File: src/rtl/rf_write_buffer_pkg.sv
// -----------------------------------------------------------------------------
// rf_write_buffer_pkg
// Shared register-file geometry and the writeback entry type used by the
// write buffer, its FIFO and its interface.
// -----------------------------------------------------------------------------
package rf_write_buffer_pkg;

   localparam int REG_AW       = 2;   // register address width
   localparam int WORD_W       = 16;  // register width
   localparam int NUM_REGS     = 4;   // registers in the file
   localparam int NUM_RD_PORTS = 2;   // RF read ports that need bypass

   // One pending register-file write.
   typedef struct packed {
      logic [REG_AW-1:0] addr;
      logic [WORD_W-1:0] data;
   } wb_entry_t;

endpackage

File: src/rtl/rf_write_buffer_if.sv
// -----------------------------------------------------------------------------
// rf_write_buffer_if
// Bundles the write buffer's producer handshakes (EX, MEM), drain control,
// RF write-port drive, bypass lookups and status.
//   slave  : the write buffer side (accepts requests, drives RF / bypass)
//   master : the surrounding pipeline side
// -----------------------------------------------------------------------------
interface rf_write_buffer_if
   import rf_write_buffer_pkg::*;
#(
   parameter int AW = REG_AW,
   parameter int DW = WORD_W
);

   // EX producer
   logic          ex_valid;
   logic [AW-1:0] ex_addr;
   logic [DW-1:0] ex_data;
   logic          ex_ready;
   // MEM producer
   logic          mem_valid;
   logic [AW-1:0] mem_addr;
   logic [DW-1:0] mem_data;
   logic          mem_ready;
   // drain control and RF write port
   logic          wb_hold;
   logic          rf_write;
   logic [AW-1:0] rf_addr;
   logic [DW-1:0] rf_data;
   // bypass lookups
   logic [AW-1:0] rd_addr1;
   logic [AW-1:0] rd_addr2;
   logic          byp_hit1;
   logic [DW-1:0] byp_data1;
   logic          byp_hit2;
   logic [DW-1:0] byp_data2;
   // status
   logic          empty;

   modport slave (
      input  ex_valid, ex_addr, ex_data,
      output ex_ready,
      input  mem_valid, mem_addr, mem_data,
      output mem_ready,
      input  wb_hold,
      output rf_write, rf_addr, rf_data,
      input  rd_addr1, rd_addr2,
      output byp_hit1, byp_data1, byp_hit2, byp_data2,
      output empty
   );

   modport master (
      output ex_valid, ex_addr, ex_data,
      input  ex_ready,
      output mem_valid, mem_addr, mem_data,
      input  mem_ready,
      output wb_hold,
      input  rf_write, rf_addr, rf_data,
      output rd_addr1, rd_addr2,
      input  byp_hit1, byp_data1, byp_hit2, byp_data2,
      input  empty
   );

endinterface

File: src/rtl/rf_write_buffer_wb_fifo.sv
// -----------------------------------------------------------------------------
// rf_write_buffer_wb_fifo
// In-order storage for pending register writes.
//   clk, reset_n : clock, synchronous active-low reset
//   push, push_entry : write one entry at the tail
//   pop              : retire the head entry
//   head             : oldest entry
//   entries, valid   : raw storage and per-slot occupancy for bypass scans
//   rd_ptr, count    : head slot index and occupancy
// Push and pop in the same cycle are both honoured, including when full.
// -----------------------------------------------------------------------------
module rf_write_buffer_wb_fifo
   import rf_write_buffer_pkg::*;
#(
   parameter  int DEPTH = 2,
   localparam int PW    = $clog2(DEPTH),
   localparam int CW    = $clog2(DEPTH + 1)
) (
   input  logic                        clk,
   input  logic                        reset_n,
   input  logic                        push,
   input  wb_entry_t                   push_entry,
   input  logic                        pop,
   output wb_entry_t                   head,
   output wb_entry_t [DEPTH-1:0]       entries,
   output logic      [DEPTH-1:0]       valid,
   output logic      [PW-1:0]          rd_ptr,
   output logic      [CW-1:0]          count
);

   wb_entry_t [DEPTH-1:0] entries_q, entries_d;
   logic      [PW-1:0]    wr_ptr_q, wr_ptr_d;
   logic      [PW-1:0]    rd_ptr_q, rd_ptr_d;
   logic      [CW-1:0]    count_q, count_d;

   // Pointers are log2(DEPTH) wide, so +1 wraps modulo DEPTH for free.
   always_comb begin
      entries_d = entries_q;
      wr_ptr_d  = wr_ptr_q;
      rd_ptr_d  = rd_ptr_q;
      count_d   = count_q;
      if (push) begin
         entries_d[wr_ptr_q] = push_entry;
         wr_ptr_d            = wr_ptr_q + 1'b1;
      end
      if (pop) begin
         rd_ptr_d = rd_ptr_q + 1'b1;
      end
      if (push && !pop) begin
         count_d = count_q + 1'b1;
      end else if (pop && !push) begin
         count_d = count_q - 1'b1;
      end
   end

   always_ff @(posedge clk) begin
      if (!reset_n) begin
         entries_q <= '0;
         wr_ptr_q  <= '0;
         rd_ptr_q  <= '0;
         count_q   <= '0;
      end else begin
         entries_q <= entries_d;
         wr_ptr_q  <= wr_ptr_d;
         rd_ptr_q  <= rd_ptr_d;
         count_q   <= count_d;
      end
   end

   // A slot is occupied when its distance from the head is below count.
   for (genvar i = 0; i < DEPTH; i++) begin : g_vld
      logic [PW-1:0] off;
      assign off      = PW'(i) - rd_ptr_q;
      assign valid[i] = (CW'(off) < count_q);
   end

   assign head    = entries_q[rd_ptr_q];
   assign entries = entries_q;
   assign rd_ptr  = rd_ptr_q;
   assign count   = count_q;

endmodule

File: src/rtl/rf_write_buffer.sv
// -----------------------------------------------------------------------------
// rf_write_buffer
// Write-side front end of the 4x16 register file. Accepts writebacks from
// EX and MEM, queues them in order, drains one per cycle onto the RF write
// port unless held, and supplies bypass data for the two RF read addresses.
//   clk     : system clock
//   reset_n : synchronous active-low reset; while low, every output is
//             forced inactive combinationally
//   bus     : rf_write_buffer_if.slave (producers, hold, RF port, bypass,
//             empty)
// -----------------------------------------------------------------------------
module rf_write_buffer
   import rf_write_buffer_pkg::*;
#(
   parameter int DEPTH = 2,
   parameter int DW    = WORD_W,
   parameter int AW    = REG_AW
) (
   input  logic               clk,
   input  logic               reset_n,
   rf_write_buffer_if.slave   bus
);

   localparam int PW = $clog2(DEPTH);
   localparam int CW = $clog2(DEPTH + 1);
   localparam logic [CW-1:0] FULL_CNT = CW'(DEPTH);

   wb_entry_t             push_entry;
   wb_entry_t             head;
   wb_entry_t [DEPTH-1:0] entries;
   logic      [DEPTH-1:0] valid;
   logic      [PW-1:0]    rd_ptr;
   logic      [CW-1:0]    count;

   logic drain, space, mem_rdy, ex_rdy, mem_fire, ex_fire, push;

   logic          hit  [NUM_RD_PORTS];
   logic [DW-1:0] bdat [NUM_RD_PORTS];
   logic [AW-1:0] rd_a [NUM_RD_PORTS];

   // Arbitration: MEM is the older instruction, so EX yields whenever MEM
   // is presenting. A full FIFO still accepts if the head drains this cycle.
   always_comb begin
      drain    = reset_n && (count != '0) && !bus.wb_hold;
      space    = (count < FULL_CNT) || drain;
      mem_rdy  = reset_n && space;
      ex_rdy   = reset_n && space && !bus.mem_valid;
      mem_fire = bus.mem_valid && mem_rdy;
      ex_fire  = bus.ex_valid && ex_rdy;
      push     = mem_fire || ex_fire;
      if (mem_fire) begin
         push_entry = '{addr: bus.mem_addr, data: bus.mem_data};
      end else begin
         push_entry = '{addr: bus.ex_addr, data: bus.ex_data};
      end
   end

   rf_write_buffer_wb_fifo #(.DEPTH(DEPTH)) u_fifo (
      .clk        (clk),
      .reset_n    (reset_n),
      .push       (push),
      .push_entry (push_entry),
      .pop        (drain),
      .head       (head),
      .entries    (entries),
      .valid      (valid),
      .rd_ptr     (rd_ptr),
      .count      (count)
   );

   // Bypass: walk slots oldest to youngest starting at the head so the last
   // match seen is the youngest. The entry draining this cycle still counts.
   always_comb begin
      rd_a[0] = bus.rd_addr1;
      rd_a[1] = bus.rd_addr2;
      for (int p = 0; p < NUM_RD_PORTS; p++) begin
         hit[p]  = 1'b0;
         bdat[p] = '0;
         for (int k = 0; k < DEPTH; k++) begin
            if (reset_n && valid[rd_ptr + PW'(k)] &&
                (entries[rd_ptr + PW'(k)].addr == rd_a[p])) begin
               hit[p]  = 1'b1;
               bdat[p] = entries[rd_ptr + PW'(k)].data;
            end
         end
      end
   end

   assign bus.ex_ready  = ex_rdy;
   assign bus.mem_ready = mem_rdy;
   assign bus.rf_write  = drain;
   assign bus.rf_addr   = drain ? head.addr : '0;
   assign bus.rf_data   = drain ? head.data : '0;
   assign bus.byp_hit1  = hit[0];
   assign bus.byp_data1 = bdat[0];
   assign bus.byp_hit2  = hit[1];
   assign bus.byp_data2 = bdat[1];
   assign bus.empty     = !reset_n || (count == '0);

endmodule
File: src/flat_wrapper.sv
// flat-port wrapper written by rule: the top's interface ports become plain ports
module rf_write_buffer_flat import rf_write_buffer_pkg::*;
#(
   parameter int DEPTH = 2,
   parameter int DW    = WORD_W,
   parameter int AW    = REG_AW
)
  (clk, reset_n, bus_ex_valid, bus_ex_addr, bus_ex_data, bus_ex_ready, bus_mem_valid, bus_mem_addr, bus_mem_data, bus_mem_ready, bus_wb_hold, bus_rf_write, bus_rf_addr, bus_rf_data, bus_rd_addr1, bus_rd_addr2, bus_byp_hit1, bus_byp_data1, bus_byp_hit2, bus_byp_data2, bus_empty);
  rf_write_buffer_if #(.AW(AW), .DW(DW)) bus_i ();
  input  logic clk;
  input  logic reset_n;
  input wire logic [$bits(bus_i.ex_valid)-1:0] bus_ex_valid;
  input wire logic [$bits(bus_i.ex_addr)-1:0] bus_ex_addr;
  input wire logic [$bits(bus_i.ex_data)-1:0] bus_ex_data;
  output wire logic [$bits(bus_i.ex_ready)-1:0] bus_ex_ready;
  input wire logic [$bits(bus_i.mem_valid)-1:0] bus_mem_valid;
  input wire logic [$bits(bus_i.mem_addr)-1:0] bus_mem_addr;
  input wire logic [$bits(bus_i.mem_data)-1:0] bus_mem_data;
  output wire logic [$bits(bus_i.mem_ready)-1:0] bus_mem_ready;
  input wire logic [$bits(bus_i.wb_hold)-1:0] bus_wb_hold;
  output wire logic [$bits(bus_i.rf_write)-1:0] bus_rf_write;
  output wire logic [$bits(bus_i.rf_addr)-1:0] bus_rf_addr;
  output wire logic [$bits(bus_i.rf_data)-1:0] bus_rf_data;
  input wire logic [$bits(bus_i.rd_addr1)-1:0] bus_rd_addr1;
  input wire logic [$bits(bus_i.rd_addr2)-1:0] bus_rd_addr2;
  output wire logic [$bits(bus_i.byp_hit1)-1:0] bus_byp_hit1;
  output wire logic [$bits(bus_i.byp_data1)-1:0] bus_byp_data1;
  output wire logic [$bits(bus_i.byp_hit2)-1:0] bus_byp_hit2;
  output wire logic [$bits(bus_i.byp_data2)-1:0] bus_byp_data2;
  output wire logic [$bits(bus_i.empty)-1:0] bus_empty;
  assign bus_i.ex_valid = bus_ex_valid;
  assign bus_i.ex_addr = bus_ex_addr;
  assign bus_i.ex_data = bus_ex_data;
  assign bus_ex_ready = bus_i.ex_ready;
  assign bus_i.mem_valid = bus_mem_valid;
  assign bus_i.mem_addr = bus_mem_addr;
  assign bus_i.mem_data = bus_mem_data;
  assign bus_mem_ready = bus_i.mem_ready;
  assign bus_i.wb_hold = bus_wb_hold;
  assign bus_rf_write = bus_i.rf_write;
  assign bus_rf_addr = bus_i.rf_addr;
  assign bus_rf_data = bus_i.rf_data;
  assign bus_i.rd_addr1 = bus_rd_addr1;
  assign bus_i.rd_addr2 = bus_rd_addr2;
  assign bus_byp_hit1 = bus_i.byp_hit1;
  assign bus_byp_data1 = bus_i.byp_data1;
  assign bus_byp_hit2 = bus_i.byp_hit2;
  assign bus_byp_data2 = bus_i.byp_data2;
  assign bus_empty = bus_i.empty;
  rf_write_buffer #(.DEPTH(DEPTH), .DW(DW), .AW(AW)) u_core (.clk(clk), .reset_n(reset_n), .bus(bus_i));
endmodule
File: config.mk
export PLATFORM = sky130hd
export DESIGN_NAME = rf_write_buffer_flat
export DESIGN_NICKNAME = d
export VERILOG_FILES = /design/src/rtl/rf_write_buffer_pkg.sv /design/src/rtl/rf_write_buffer_if.sv /design/src/rtl/rf_write_buffer_wb_fifo.sv /design/src/rtl/rf_write_buffer.sv /design/src/flat_wrapper.sv
export SDC_FILE = /design/constraint.sdc
export NUM_CORES = 1
export LEC_CHECK = 0
export CAP_MARGIN = 10
export CORE_AREA = 10 10 117 119
export DETAILED_ROUTE_END_ITERATION = 7
export DIE_AREA = 0 0 127 129
export PLACE_DENSITY = 0.54
export SLEW_MARGIN = 20
export SYNTH_ARGS = -nofsm -noshare
export SYNTH_HDL_FRONTEND = slang
export SYNTH_SLANG_ARGS = --single-unit
File: constraint.sdc
create_clock -name clk -period 6.7 [get_ports clk]
set_input_delay 1.005 -clock clk [delete_from_list [all_inputs] [get_ports clk]]
set_output_delay 1.005 -clock clk [all_outputs]
set_load 0.03 [all_outputs]
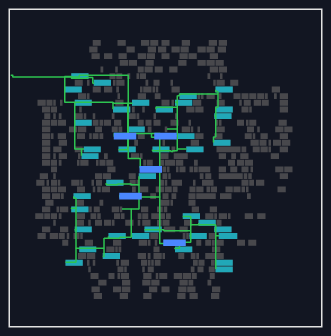
**Above:** clock network drawn from the DEF.
legend:
  blue:
    item: clock drivers
    count: 5
  cyan:
    item: flip-flops
    count: 40
  green:
    item: clock wires
    length: 562 um
routed clock nets: 6

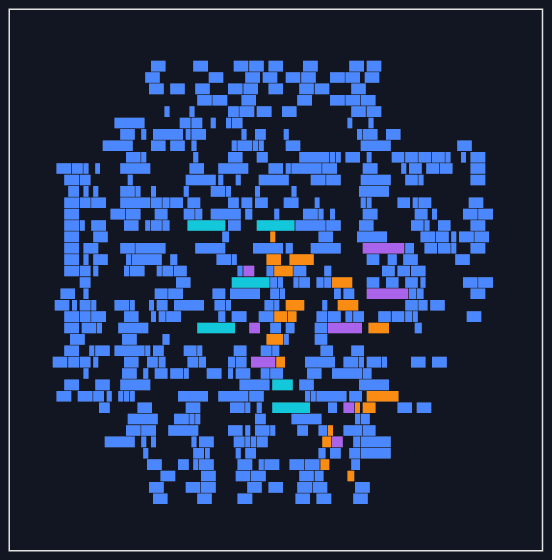
**Above:** sizing map.
legend:
  cyan:
    size: _6 and larger
    cells: 6
    share: 1.2%
  blue:
    size: _0 and _1 cells
    cells: 450
    share: 93%
  orange:
    size: _2 cells
    cells: 19
    share: 3.9%
  purple:
    size: _3 and _4 cells
    cells: 8
    share: 1.7%

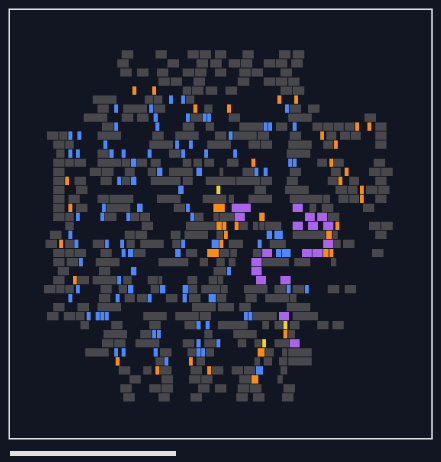
**Above:** logic cells by family.
Scale bar: 50 um.
legend:
  blue:
    family: NAND gates
    cells: 93
    most_used: nand2_1
  yellow:
    family: inverters
    cells: 3
    most_used: inv_2
  purple:
    family: XOR/XNOR gates
    cells: 18
    most_used: xor2_1
  orange:
    family: NOR gates
    cells: 39
    most_used: nor2_1

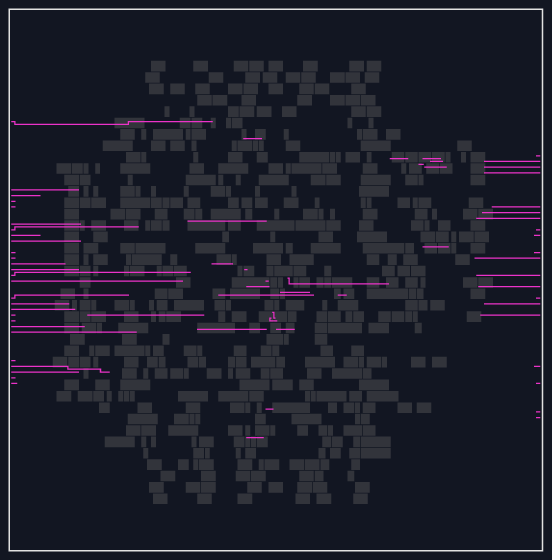
**Above:** the metal 3 layer.
Cells faint in the background.
share of all routed wire: 6.3%
main direction: horizontal
longest straight run: 41.9 um
wire length on this layer: 735 um
nets with wire on the layer: 61
GR met3 Demand/Resource: 3.778%
routed vias: 3422
WL final: 11630 um

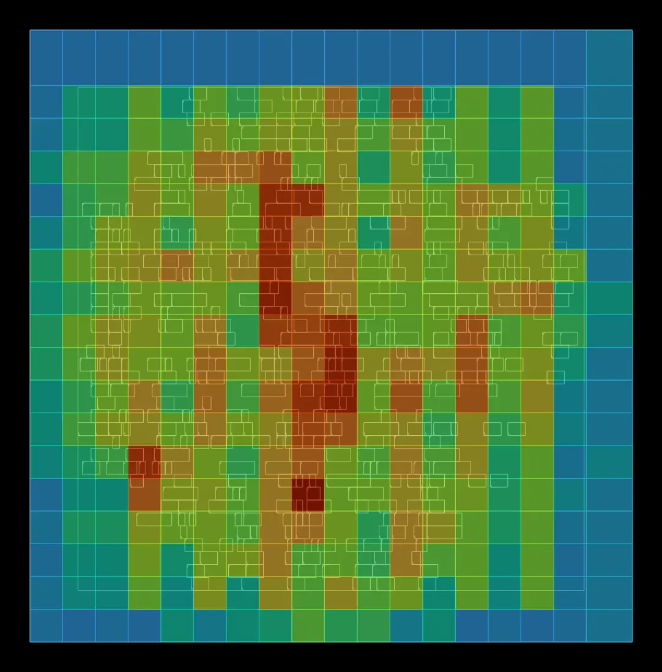
**Above:** track usage over the die.
gr busiest metal: met2
met2 GRT Util: 24.09%
post-layout util: 39.74%
GRT Resource Usage Total: 13.40%

## worst max-delay path, delay by kind of cell
kind	cells	cell delay, ps
compound gates	2	380
buf+inv	2	1320
mux	1	450
simple gates	2	1110
## sequential cells by signal, indices dropped and copies added, names as in the netlist
signal and cells:
u_core.u_fifo.wr_ptr_q 1, u_core.u_fifo.rd_ptr 1, u_core.u_fifo.count 2, u_core.u_fifo.entries 36
## cell type report
type	count	area [um2]
sequential	40	802.0
fill	1213	6822
clock buffer	8	146.4
multi-input combinational	328	2335
timing repair buffer	104	1026
inverter	3	11.26
tap	143	178.9
## worst max-delay path by stage
stage                       start                end  slack [ps]  cells after the start
after global placement    reset_n  bus_byp_data2[11]        1510                      7
after floorplan           reset_n     bus_rf_addr[0]        2780                      7
after detailed placement  reset_n  bus_byp_data2[10]        1430                      7
after CTS                 reset_n   bus_byp_data2[6]        1420                      7
final                     reset_n  bus_byp_data2[10]        1410                      7
after global routing      reset_n   bus_byp_data2[6]        1190                      7
## synth_stat cells (5+ instances only)
library cell,instances
nand2_1,74
dfxtp_1,40
mux2i_1,36
o211a_1,36
nor2_1,31
a22oi_1,24
buf_2,21
clkbuf_1,17
a221oi_1,16
nand3_1,14
o211ai_1,13
o2111ai_1,12
xnor2_1,9
xor2_1,9
a21oi_1,6
and2_1,6
nor3_1,5
## where the power goes
part           switching (W)  internal [W]
Clock              0.0000897      0.000148
Sequential         0.0000499      0.000262
Combinational       0.000212      0.000143
## cell families (layout without fill, tap and decap cells)
family,Yosys count,in the layout,synth area share (%)
adders and majority gates,1,1,0.3779
DFF,40,40,24.19
and+or+nand+nor,142,142,18.37
AOI/OAI and AO/OA,127,127,33.37
buffers and inverters,45,115,6.122
muxes,40,40,12.81
xor gates and xnor gates,18,18,4.762
==> deck_impl_summary.md <==
Key Metrics from the Run

Status
  • Status: completed

Min path
  • Min-delay worst type: register to register
  • Worst Min Path Start: u_core.u_fifo.entries[27]

Synth
  • Chip area line of the yosys report: ~3300 um2
  • Seq cells post-synth: 40
  • # Cells Yosys: 413
  • Mapped Nets: roughly 460
  • Mean Syn Cell Area: ~8 um2
  • Async SR Flop Fraction: 0%
  • Dominant cell type by area after synthesis: dfxtp_1
  • Area share, top type: between 20% and 30%
  • Cell Type Count: ~45

Critical path
  • R2r setup slk: slightly above 4000 ps
  • Worst path slowest cell: nor2_1

Finish
  • Antenna fix cells: 0
  • Final net count: 528
  • Area Growth Syn to Fin: 35.90%
  • Most instantiated logic cell after routing: clkdlybuf4s50_1
  • Cell Count, Final, Fillers Out: between 600 and 700

Final timing
  • Clock period minus worst slack: about 5300 ps
  • Final hold vios: 0
  • Fin. max-slew vios: 0
  • Hold_ws: between 500 and 600 ps
  • RSZ-0062 raised after global routing: no
  • Maximum clock rate: between 150 and 200 MHz
  • Worst Tran Pin Value: 1191 ps

Global route
  • Initial antenna violation count: 0
  • Largest net degree at the start of global routing: 50

Drt
  • Metal2 WL: 5677 um
  • Vias per cell: roughly 5.5
  • Routed length on met3: ~730 um
  • Max layer used: met4

CTS
  • CTS tree: built
  • Maximum buffer depth of the clock tree: 2
  • CTS Hold Buffers Added: 0

Floorplanning
  • Core box area: 11320 um2
  • Die area: 16380 um2

Placed design
  • Worst slack, placed: between 1000 and 1500 ps
No activity file was given, so power comes from the tool's default toggle rates.
